File: src/rtl/debug_pkg.sv
// Shared definitions for the debug display path: display modes and the
// constant helpers that size channel, page and prescaler indices.
package debug_pkg;

    typedef enum logic [1:0] {
        MODE_LIVE      = 2'd0,
        MODE_HOLD      = 2'd1,
        MODE_SCAN      = 2'd2,
        MODE_SCAN_HOLD = 2'd3
    } mode_t;

    function automatic int clog2(input int n);
        int r;
        r = 0;
        for (int v = 1; v < n; v = v * 2) begin
            r++;
        end
        return r;
    endfunction

    // Index width that never collapses to zero bits.
    function automatic int idx_w(input int n);
        return (clog2(n) < 1) ? 1 : clog2(n);
    endfunction

    function automatic int digit_bits(input int digits);
        return 4 * digits;
    endfunction

    function automatic int page_count(input int w, input int digits);
        return (w + digit_bits(digits) - 1) / digit_bits(digits);
    endfunction

endpackage

File: src/rtl/debug_monitor_if.sv
// Probe/display bundle between the CPU debug outputs and the monitor.
// master: drives probes, select, page, mode, capture; slave: drives display.
interface debug_monitor_if
    import debug_pkg::*;
#(
    parameter int NCH    = 8,
    parameter int W      = 64,
    parameter int DIGITS = 8
);
    localparam int CW = idx_w(NCH);
    localparam int PW = idx_w(page_count(W, DIGITS));

    logic [NCH*W-1:0]    iProbes;
    logic [CW-1:0]       iSel;
    logic [PW-1:0]       iPage;
    logic [1:0]          iMode;
    logic                iCapture;

    logic [4*DIGITS-1:0] oNibbles;
    logic [7*DIGITS-1:0] oHex;
    logic [CW-1:0]       oChannel;
    logic                oValid;
    logic                oFrozen;
    logic                oDiff;
    logic [7:0]          oCapCount;

    modport master (
        output iProbes, iSel, iPage, iMode, iCapture,
        input  oNibbles, oHex, oChannel, oValid, oFrozen, oDiff, oCapCount
    );

    modport slave (
        input  iProbes, iSel, iPage, iMode, iCapture,
        output oNibbles, oHex, oChannel, oValid, oFrozen, oDiff, oCapCount
    );

endinterface

File: src/rtl/debug_scan_timer.sv
// Auto-scan timer: prescaler plus wrapping channel counter, loaded on scan entry.
// Ports: clk, rst (async high), scan_en (scan mode active), sel (entry channel), chan.
module debug_scan_timer
    import debug_pkg::*;
#(
    parameter int NCH      = 8,
    parameter int SCAN_DIV = 50000000,
    parameter int CW       = idx_w(NCH)
) (
    input  logic          clk,
    input  logic          rst,
    input  logic          scan_en,
    input  logic [CW-1:0] sel,
    output logic [CW-1:0] chan
);

    localparam int PRE_W = idx_w(SCAN_DIV);
    localparam logic [PRE_W-1:0] PRE_LAST = PRE_W'(SCAN_DIV - 1);
    localparam logic [CW-1:0]    CH_LAST  = CW'(NCH - 1);

    logic [PRE_W-1:0] pre_q, pre_d;
    logic [CW-1:0]    chan_q, chan_d;
    logic             prev_scan_q;
    logic             entry;

    // Only a transition from a non-scan mode restarts the scan; moving
    // between the two scan modes keeps phase and channel.
    assign entry = scan_en & ~prev_scan_q;

    always_comb begin
        pre_d  = pre_q;
        chan_d = chan_q;
        if (entry) begin
            pre_d  = '0;
            chan_d = (int'(sel) < NCH) ? sel : '0;
        end else if (scan_en) begin
            if (pre_q == PRE_LAST) begin
                pre_d  = '0;
                chan_d = (chan_q == CH_LAST) ? '0 : chan_q + CW'(1);
            end else begin
                pre_d = pre_q + PRE_W'(1);
            end
        end
    end

    always_ff @(posedge clk or posedge rst) begin
        if (rst) begin
            pre_q       <= '0;
            chan_q      <= '0;
            prev_scan_q <= 1'b0;
        end else begin
            pre_q       <= pre_d;
            chan_q      <= chan_d;
            prev_scan_q <= scan_en;
        end
    end

    assign chan = chan_q;

endmodule

File: src/rtl/decoder7.sv
// Hex nibble to seven-segment pattern, active-high, bit order gfedcba.
// Ports: nibble (4-bit value in), seg (7-bit segment pattern out).
module decoder7 (
    input  logic [3:0] nibble,
    output logic [6:0] seg
);

    always_comb begin
        seg = 7'h00;
        unique case (nibble)
            4'h0: seg = 7'h3F;
            4'h1: seg = 7'h06;
            4'h2: seg = 7'h5B;
            4'h3: seg = 7'h4F;
            4'h4: seg = 7'h66;
            4'h5: seg = 7'h6D;
            4'h6: seg = 7'h7D;
            4'h7: seg = 7'h07;
            4'h8: seg = 7'h7F;
            4'h9: seg = 7'h6F;
            4'hA: seg = 7'h77;
            4'hB: seg = 7'h7C;
            4'hC: seg = 7'h39;
            4'hD: seg = 7'h5E;
            4'hE: seg = 7'h79;
            4'hF: seg = 7'h71;
        endcase
    end

endmodule

File: src/rtl/debug_monitor.sv
// Debug display path: selects a probe channel (live or snapshot), pages it
// onto DIGITS hex digits and drives the seven-segment patterns.
// Ports: iClock, iReset (async high), bus (slave side of debug_monitor_if).
module debug_monitor
    import debug_pkg::*;
#(
    parameter int NCH      = 8,
    parameter int W        = 64,
    parameter int DIGITS   = 8,
    parameter int SCAN_DIV = 50000000
) (
    input  logic            iClock,
    input  logic            iReset,
    debug_monitor_if.slave  bus
);

    localparam int CW    = idx_w(NCH);
    localparam int PAGES = page_count(W, DIGITS);
    localparam int DW    = digit_bits(DIGITS);
    localparam int XW    = PAGES * DW;

    logic             cap_q;
    logic             cap_edge;
    logic [NCH*W-1:0] snap_q;
    logic [7:0]       cap_cnt_q;
    logic [DW-1:0]    nib_q, nib_d;
    logic             diff_q, diff_d;

    logic             scan_en;
    logic             hold_src;
    logic [CW-1:0]    scan_ch;
    logic [CW-1:0]    ch;
    logic             valid;

    logic [W-1:0]     live_w;
    logic [W-1:0]     snap_w;
    logic [W-1:0]     sel_w;
    logic [XW-1:0]    ext;
    logic [DW-1:0]    page_v;
    logic             page_ok;
    logic [7*DIGITS-1:0] hex;

    assign scan_en  = (bus.iMode == MODE_SCAN) || (bus.iMode == MODE_SCAN_HOLD);
    assign hold_src = (bus.iMode == MODE_HOLD) || (bus.iMode == MODE_SCAN_HOLD);
    assign cap_edge = bus.iCapture & ~cap_q;

    debug_scan_timer #(
        .NCH      (NCH),
        .SCAN_DIV (SCAN_DIV),
        .CW       (CW)
    ) u_scan (
        .clk     (iClock),
        .rst     (iReset),
        .scan_en (scan_en),
        .sel     (bus.iSel),
        .chan    (scan_ch)
    );

    assign ch    = scan_en ? scan_ch : bus.iSel;
    assign valid = int'(ch) < NCH;

    // Live and snapshot words of the displayed channel; zero when out of range.
    always_comb begin
        live_w = '0;
        snap_w = '0;
        for (int k = 0; k < NCH; k++) begin
            if (int'(ch) == k) begin
                live_w = bus.iProbes[k*W +: W];
                snap_w = snap_q[k*W +: W];
            end
        end
    end

    assign sel_w = hold_src ? snap_w : live_w;

    // Zero-extend to a whole number of pages so the last page pads with 0.
    assign ext = XW'(sel_w);

    always_comb begin
        page_v  = '0;
        page_ok = 1'b0;
        for (int p = 0; p < PAGES; p++) begin
            if (int'(bus.iPage) == p) begin
                page_v  = ext[p*DW +: DW];
                page_ok = 1'b1;
            end
        end
    end

    assign nib_d  = (valid && page_ok) ? page_v : '0;
    assign diff_d = valid && (live_w != snap_w);

    // The display register samples pre-edge snapshot contents, so a capture
    // at edge t shows in HOLD only after edge t+1.
    always_ff @(posedge iClock or posedge iReset) begin
        if (iReset) begin
            cap_q     <= 1'b0;
            snap_q    <= '0;
            cap_cnt_q <= '0;
            nib_q     <= '0;
            diff_q    <= 1'b0;
        end else begin
            cap_q  <= bus.iCapture;
            nib_q  <= nib_d;
            diff_q <= diff_d;
            if (cap_edge) begin
                snap_q <= bus.iProbes;
                if (cap_cnt_q != 8'hFF) begin
                    cap_cnt_q <= cap_cnt_q + 8'd1;
                end
            end
        end
    end

    for (genvar i = 0; i < DIGITS; i++) begin : g_dig
        decoder7 u_dec (
            .nibble (nib_q[4*i +: 4]),
            .seg    (hex[7*i +: 7])
        );
    end

    assign bus.oNibbles  = nib_q;
    assign bus.oHex      = hex;
    assign bus.oChannel  = ch;
    assign bus.oValid    = valid;
    assign bus.oFrozen   = bus.iMode[0];
    assign bus.oDiff     = diff_q;
    assign bus.oCapCount = cap_cnt_q;

endmodule
File: src/flat_wrapper.sv
// flat-port wrapper written by rule: the top's interface ports become plain ports
module debug_monitor_flat import debug_pkg::*;
#(
    parameter int NCH      = 8,
    parameter int W        = 64,
    parameter int DIGITS   = 8,
    parameter int SCAN_DIV = 50000000
)
  (iClock, iReset, bus_iProbes, bus_iSel, bus_iPage, bus_iMode, bus_iCapture, bus_oNibbles, bus_oHex, bus_oChannel, bus_oValid, bus_oFrozen, bus_oDiff, bus_oCapCount);
  debug_monitor_if #(.NCH(NCH), .W(W), .DIGITS(DIGITS)) bus_i ();
  input  logic iClock;
  input  logic iReset;
  input wire logic [$bits(bus_i.iProbes)-1:0] bus_iProbes;
  input wire logic [$bits(bus_i.iSel)-1:0] bus_iSel;
  input wire logic [$bits(bus_i.iPage)-1:0] bus_iPage;
  input wire logic [$bits(bus_i.iMode)-1:0] bus_iMode;
  input wire logic [$bits(bus_i.iCapture)-1:0] bus_iCapture;
  output wire logic [$bits(bus_i.oNibbles)-1:0] bus_oNibbles;
  output wire logic [$bits(bus_i.oHex)-1:0] bus_oHex;
  output wire logic [$bits(bus_i.oChannel)-1:0] bus_oChannel;
  output wire logic [$bits(bus_i.oValid)-1:0] bus_oValid;
  output wire logic [$bits(bus_i.oFrozen)-1:0] bus_oFrozen;
  output wire logic [$bits(bus_i.oDiff)-1:0] bus_oDiff;
  output wire logic [$bits(bus_i.oCapCount)-1:0] bus_oCapCount;
  assign bus_i.iProbes = bus_iProbes;
  assign bus_i.iSel = bus_iSel;
  assign bus_i.iPage = bus_iPage;
  assign bus_i.iMode = bus_iMode;
  assign bus_i.iCapture = bus_iCapture;
  assign bus_oNibbles = bus_i.oNibbles;
  assign bus_oHex = bus_i.oHex;
  assign bus_oChannel = bus_i.oChannel;
  assign bus_oValid = bus_i.oValid;
  assign bus_oFrozen = bus_i.oFrozen;
  assign bus_oDiff = bus_i.oDiff;
  assign bus_oCapCount = bus_i.oCapCount;
  debug_monitor #(.NCH(NCH), .W(W), .DIGITS(DIGITS), .SCAN_DIV(SCAN_DIV)) u_core (.iClock(iClock), .iReset(iReset), .bus(bus_i));
endmodule
File: config.mk
export PLATFORM = sky130hd
export DESIGN_NAME = debug_monitor_flat
export DESIGN_NICKNAME = d
export VERILOG_FILES = /design/src/rtl/debug_pkg.sv /design/src/rtl/debug_monitor_if.sv /design/src/rtl/debug_scan_timer.sv /design/src/rtl/decoder7.sv /design/src/rtl/debug_monitor.sv /design/src/flat_wrapper.sv
export SDC_FILE = /design/constraint.sdc
export NUM_CORES = 2
export LEC_CHECK = 0
export ABC_AREA = 1
export CAP_MARGIN = 20
export CELL_PAD_IN_SITES_DETAIL_PLACEMENT = 0
export CELL_PAD_IN_SITES_GLOBAL_PLACEMENT = 2
export CORE_UTILIZATION = 29
export CTS_CLUSTER_DIAMETER = 60
export DETAILED_ROUTE_END_ITERATION = 16
export PLACE_DENSITY_LB_ADDON = 0.15
export SETUP_SLACK_MARGIN = 0.15
export SYNTH_ARGS = -nofsm -noshare
export SYNTH_HDL_FRONTEND = slang
export SYNTH_SLANG_ARGS = --single-unit
File: constraint.sdc
create_clock -name iClock -period 22.7 [get_ports iClock]
set_input_delay 2.27 -clock iClock [delete_from_list [all_inputs] [get_ports iClock]]
set_output_delay 2.27 -clock iClock [all_outputs]
set_load 0.05 [all_outputs]
==> impl_metrics.tcl <==
# flow metrics
set metrics [dict create \
    status "complete, no violations" \
    drt_iter0_markers 2812 \
    whs_path_depth 2 \
    finalMaxSlewViolations 0 \
    number_of_hold_repair_buffers_added_at_the_cts_stage 0 \
    cts-htree-levels 3 \
    critPathArrivalTime_ns 5.08 \
    mappedNetlistNets 5736 \
    grt_first_pass_wirelength_um 247600 \
    worst-path-stages 7 \
    flop_cell "dfrtp_1" \
    synth.top_cells.by_area "dfrtp_1, nand2_1, o21ai_0, nand4_1, inv_1" \
    critical_path.max_stage_delay_ns 0.89 \
    core.rowCount 126 \
    antenna_found_initial 43 \
    pwr_density_cell_nw_per_um2 95.98 \
    dpl-instance-area_um2 41970 \
    routed_wirelength_um 172000 \
    postSynthCellCount 5155 \
    yosysChipArea_um2 34600 \
    final_min_period_over_clock_period 0.3238 \
    fin_nets 6194 \
    cts-resized-gates 0 \
    internal_power_mw 2.589 \
    worst_slack_ns 15.35 \
    p_switching_mw 1.749 \
    yosysUniqueCellTypes 40 \
    comb_power_share 0.358 \
]
## area by class of cell
type                       instances  area (um2)  share of cell area
multi-input combinational       3867       17290              0.3826
sequential                       584       14610              0.3233
timing repair buffer             666        6611              0.1463
clock buffer                     125        2651             0.05866
tap                             1536        1922             0.04252
inverter                         400        1525             0.03375
clock inverter                    45       565.5             0.01251
antenna                            6       15.01           0.0003322
## logic make-up after synthesis
logic type	after synthesis	synth area share
AOI/OAI and AO/OA	623	0.09423
xor gates and xnor gates	13	0.003291
adders and majority gates	60	0.02170
buffers and inverters	704	0.07977
DFF	584	0.4223
other	1	0.0001084
and+or+nand+nor	3170	0.3786
## cells in the final DEF, fill, tap and decap left out, types with 12 or more instances in the layout
cell / n
nand2_1: 2181
clkdlybuf4s50_1: 620
dfrtp_1: 584
inv_1: 384
nor2_1: 368
o21ai_0: 343
nand3_1: 266
nand4_1: 257
a21oi_1: 179
clkbuf_16: 96
ha_1: 60
buf_4: 40
o21ai_1: 34
or2_0: 30
o21bai_1: 25
nor3_1: 22
a31oi_1: 21
or2_1: 16
clkbuf_1: 15
clkbuf_8: 14
clkinvlp_4: 12
## flip-flops by register name, indices dropped and copies added (netlist names)
name                       cells
u_core.bus.oDiff               1
u_core.snap_q                512
u_core.bus.oNibbles           32
u_core.u_scan.prev_scan_q      1
u_core.u_scan.chan             3
u_core.bus.oCapCount           8
u_core.cap_q                   1
u_core.u_scan.pre_q           26
## stage by stage
stage | total power [mW] | cells
4_1_cts | 4.385 | 7223
3_3_place_gp | 2.862 | 7053
2_1_floorplan | 2.211 | 5155
3_5_place_dp | 2.861 | 7053
6_report | 4.338 | 7229
5_1_grt | 4.570 | 7226
## routing by layer
layer	vias up	global-route usage
met1	16930	0.3361
met2	1015	0.4969
met4	44	0.1001
met5	-	0
met3	249	0.05343
li1	17360	-
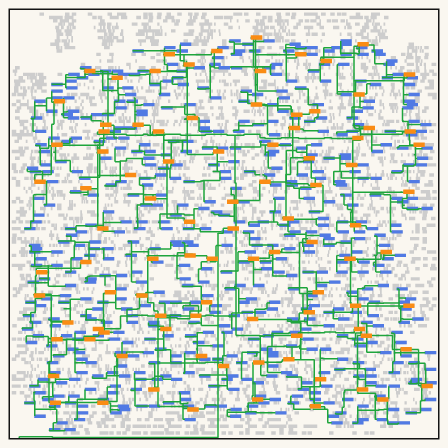
Figure 1: clock distribution.
Green is clock wires, length 10700 um. Blue is flip-flops, count 584. Orange is clock drivers, count 94.
Position of the flops: widely spread. There are 95 routed clock nets.

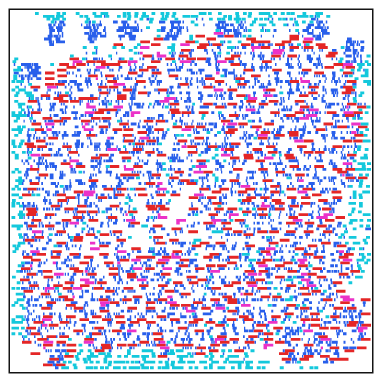
Figure 2: placement by cell class.
Cyan is other buffers and delay cells, cells 666, share of their area 15%. Blue is combinational and other logic, cells 4267, share of their area 43%. Red is flops, cells 584, share of their area 34%. Magenta is clock drivers and dummy loads, cells 170, share of their area 7.4%.
area of all placed cells without fillers: 45200 um2
utilization after layout: 0.3823
fraction of area in registers: 0.3233
Core Region: 118200 um2

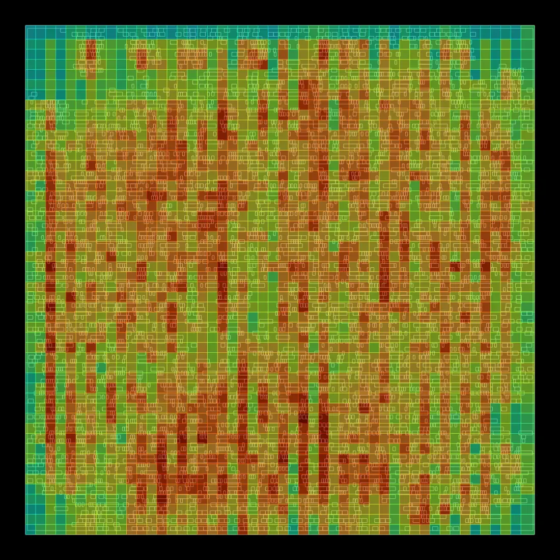
Figure 3: track usage over the die.
GRT Overall Usage: 0.2806
Global Route met3 Usage: 0.05343
met1 GRT Util: 0.3361

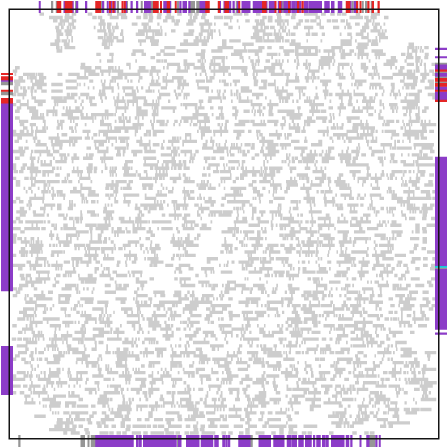
Figure 4: I/O pins on the die edge.
Pins as bars across the die edge, other pins in gray.
Cyan is iReset, pins 1, direction input, edge east. Purple is bus_iProbes, pins 512, direction input, edge 159 south, 142 west, 116 east, 95 north. Red is bus_oHex, pins 56, direction output, edge 42 north, 7 west, 7 east.
All pins by edge: 176 south, 165 north, 153 west, 129 east.
Vert. Die Dim: 347.4 um
number of port buffers: 621

Power figures rest on the tool's default switching activity, not on a simulated workload.
